==> config.mk <==
export PLATFORM = sky130hd
export DESIGN_NAME = sd_pixel_streamer
export DESIGN_NICKNAME = d
export VERILOG_FILES = /design/src/rtl/sd_img_pkg.sv /design/src/rtl/sd_pixel_streamer_byte_fifo.sv /design/src/rtl/sd_pixel_streamer.sv
export SDC_FILE = /design/constraint.sdc
export NUM_CORES = 1
export LEC_CHECK = 0
export CAP_MARGIN = 20
export CELL_PAD_IN_SITES_DETAIL_PLACEMENT = 1
export CELL_PAD_IN_SITES_GLOBAL_PLACEMENT = 2
export CORE_MARGIN = 2
export CORE_UTILIZATION = 43
export CTS_BUF_LIST = sky130_fd_sc_hd__clkbuf_16
export DETAILED_ROUTE_END_ITERATION = 10
export MAX_ROUTING_LAYER = met4
export PLACE_DENSITY_LB_ADDON = 0.1
export SYNTH_ARGS = -nofsm -noshare
export SYNTH_HDL_FRONTEND = slang
export SYNTH_SLANG_ARGS = --single-unit
==> constraint.sdc <==
create_clock -name clk -period 8 [get_ports clk]
set_clock_uncertainty 0.1 [all_clocks]
set_input_delay 2 -clock clk [delete_from_list [all_inputs] [get_ports clk]]
set_output_delay 2 -clock clk [all_outputs]
set_load 0.01 [all_outputs]
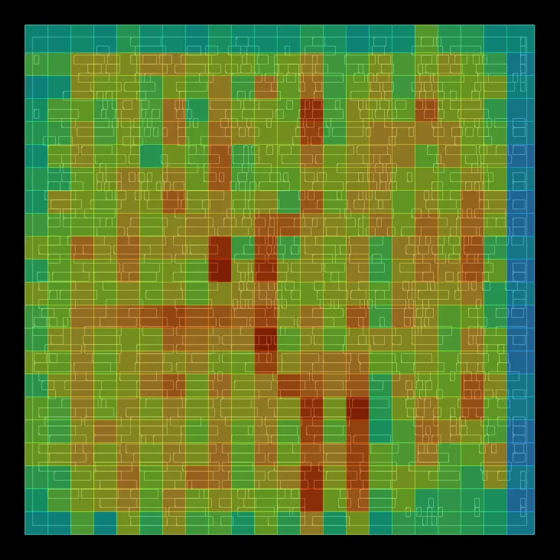
run_1/final_congestion.png
busiest layer in global routing: met2
met1 Track Usage GR: 0.279

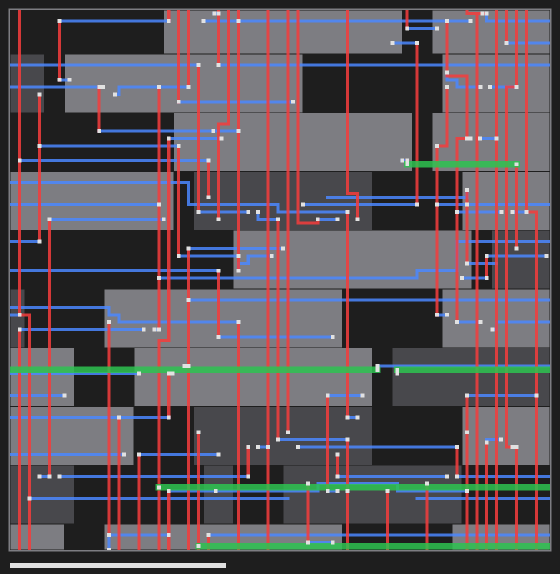
run_1/zoom.png
Scale bar: 10 µm. Window x 26 to 51, y 26 to 51 µm. Cells in grey, sequential cells in the stronger grey; small squares are vias.
layer	colour
met2	red
met1	blue
met3	green
cells with their middle in the window	13
most frequent	edfxtp_1 (8), mux4_2 (3)
sequential cells in the window	8

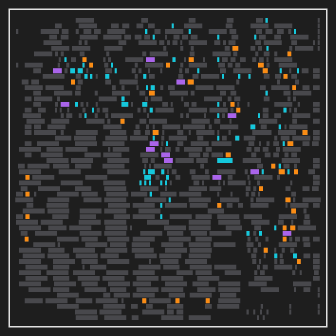
run_1/gate_families.png
family	colour	cells	most used
adder and majority cells	purple	12	ha_1
NOR gates	cyan	71	nor2_1
AND and OR gates	orange	39	and2_1
logic share of the area: 0.303
Top cell excl fill/tap: edfxtp_1
fin cells: 1057

==> impl_metrics.ini, run 1 <==
; implementation run metrics
[floorplanning]
chip_area_um2 = 23500

[cts]
cts.clk_slew.worst_paths_ps = 60
clock-sinks = 210
cts_setup_buffers = 0
clock_path_buffers = 3

[synth]
edf_count = 128
syn_inst = 682
most_common_cell = edfxtp_1
yosys.area_share.adder = 0.0157
synth_flops = 210
ys_seq_share = 0.616
simple_gate_share = 0.110
common_cells = 128 x edfxtp_1, 82 x dfrtp_1, 48 x nand2_1

[pwr]
seqPwrFrac = 0.397
combPwrFrac = 0.307

[hold_path]
hp-class = reg -> reg

[critical_path]
crit_required_ps = 5900
r2r_cells = 6

[routing]
dr.pass1.iters = 4

[timing]
finalSetupTns_ps = 0
min_period_ps = 5620

[status]
status = finished clean

[global_routing]
grt_overflow_total = 0
grt_pass1_wl_mm = 36.3

[final_layout]
comb_cells = 431
run_1/port_nets.png
Scale bar: 50 µm.
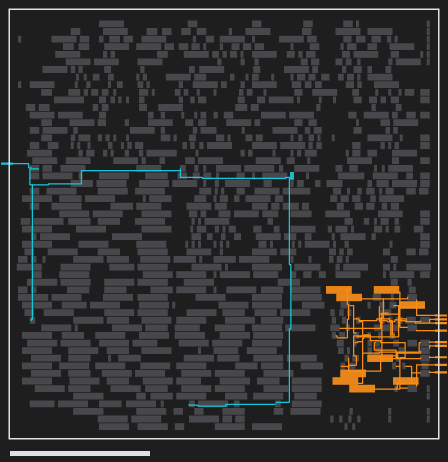

--- run 2 (diff from run 1) ---
CORE_UTILIZATION = 36   (was 43)
clock period = 4.9 ns   (was 8 ns; I/O delays follow)
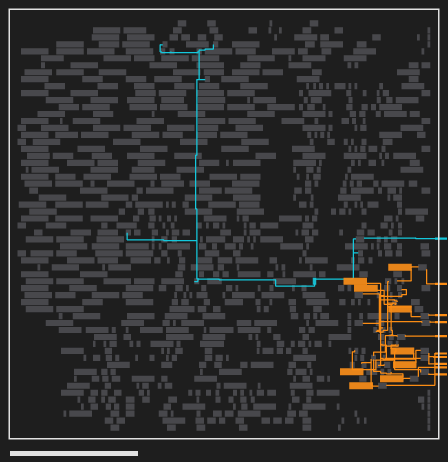
run_2/port_nets.png
Scale bar: 50 µm.
port	colour	bits	direction	edge	end cells	buffers	wire
`pix_valid`	cyan	1	output	right	1	1	266 µm
`pix_y`	orange	9	output	right	9	9	439 µm
input/output buffers: 75
IO Pins: 98

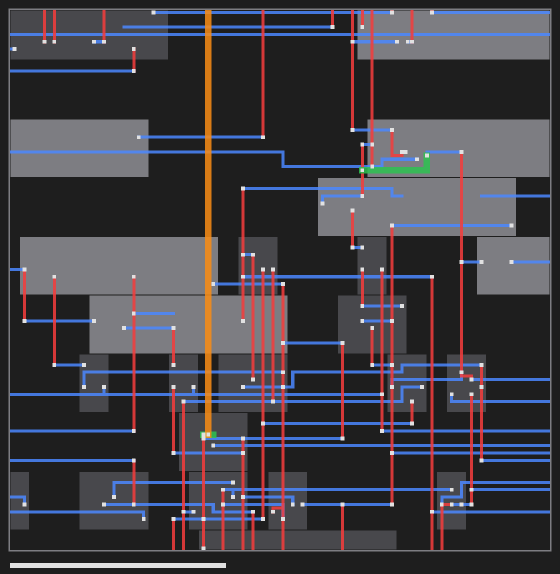
run_2/zoom.png
Scale bar: 10 µm. Window x 29 to 54, y 29 to 54 µm. Cells in grey, sequential cells in the stronger grey; small squares are vias.
layer	colour
met4	orange
met3	green
met2	red
met1	blue
cells with their middle in the window	21
sequential cells in the window	6
most frequent	nor2_1 (4)

==> run 2 against run 1 <==
Against the previous run: die area increased by 19%; combinational power increased by 74%; via count increased by 1.8%; sequential power increased by about 60%; sequential share of layout area decreased by 0.96 points; worst setup slack got worse by 1800 ps; critical path type unchanged.
==> impl_metrics.ini, run 2 <==
; implementation run metrics
[critical_path]
path_common_cell = mux4_2
crit_family = multiplexers
r2r_slack_ps = 2190
crit_required_ps = 3580
worstSetupStartpointType = flip-flop
r2r_cells = 7

[timing]
min_period_ps = 4350
fmax_ghz = 0.230
finalSetupTns_ps = 0
grt_setup_unrepaired = false

[synth]
simple_gate_share = 0.110
ys_seq_share = 0.616
common_cells = 128 x edfxtp_1, 82 x dfrtp_1, 48 x nand2_1
synth_flops = 210
syn_inst = 682
edf_count = 128
top_area_frac = 0.401
most_common_cell = edfxtp_1
yosys.area_share.adder = 0.0157
async_flop_share = 0.390
ys_sh_xor = 0.0435

[placed_design]
place_inst = 1091

[global_routing]
grt_overflow_total = 0
grt_pass1_wl_mm = 38.9
grt_use_met3 = 0.0227
met1_usage = 0.246
grt_usage = 0.182
grt_busiest_layer = met2

[final_layout]
comb_cells = 431
fin_cells = 1135
layout_top_cell = edfxtp_1
comb_area_frac = 0.297

[floorplanning]
die_h_um = 167
chip_area_um2 = 27900

[cts]
cts.clk_slew.worst_paths_ps = 60
cts_setup_buffers = 0
clock_path_buffers = 3

[pwr]
seqPwrFrac = 0.387
power_clock_mw = 1.70
combPwrFrac = 0.326
p_sw_frac = 0.333

[hold_path]
hp-class = reg -> reg

[routing]
dr.pass1.iters = 4

[status]
status = finished clean
Power is estimated from default activity; no workload was simulated.
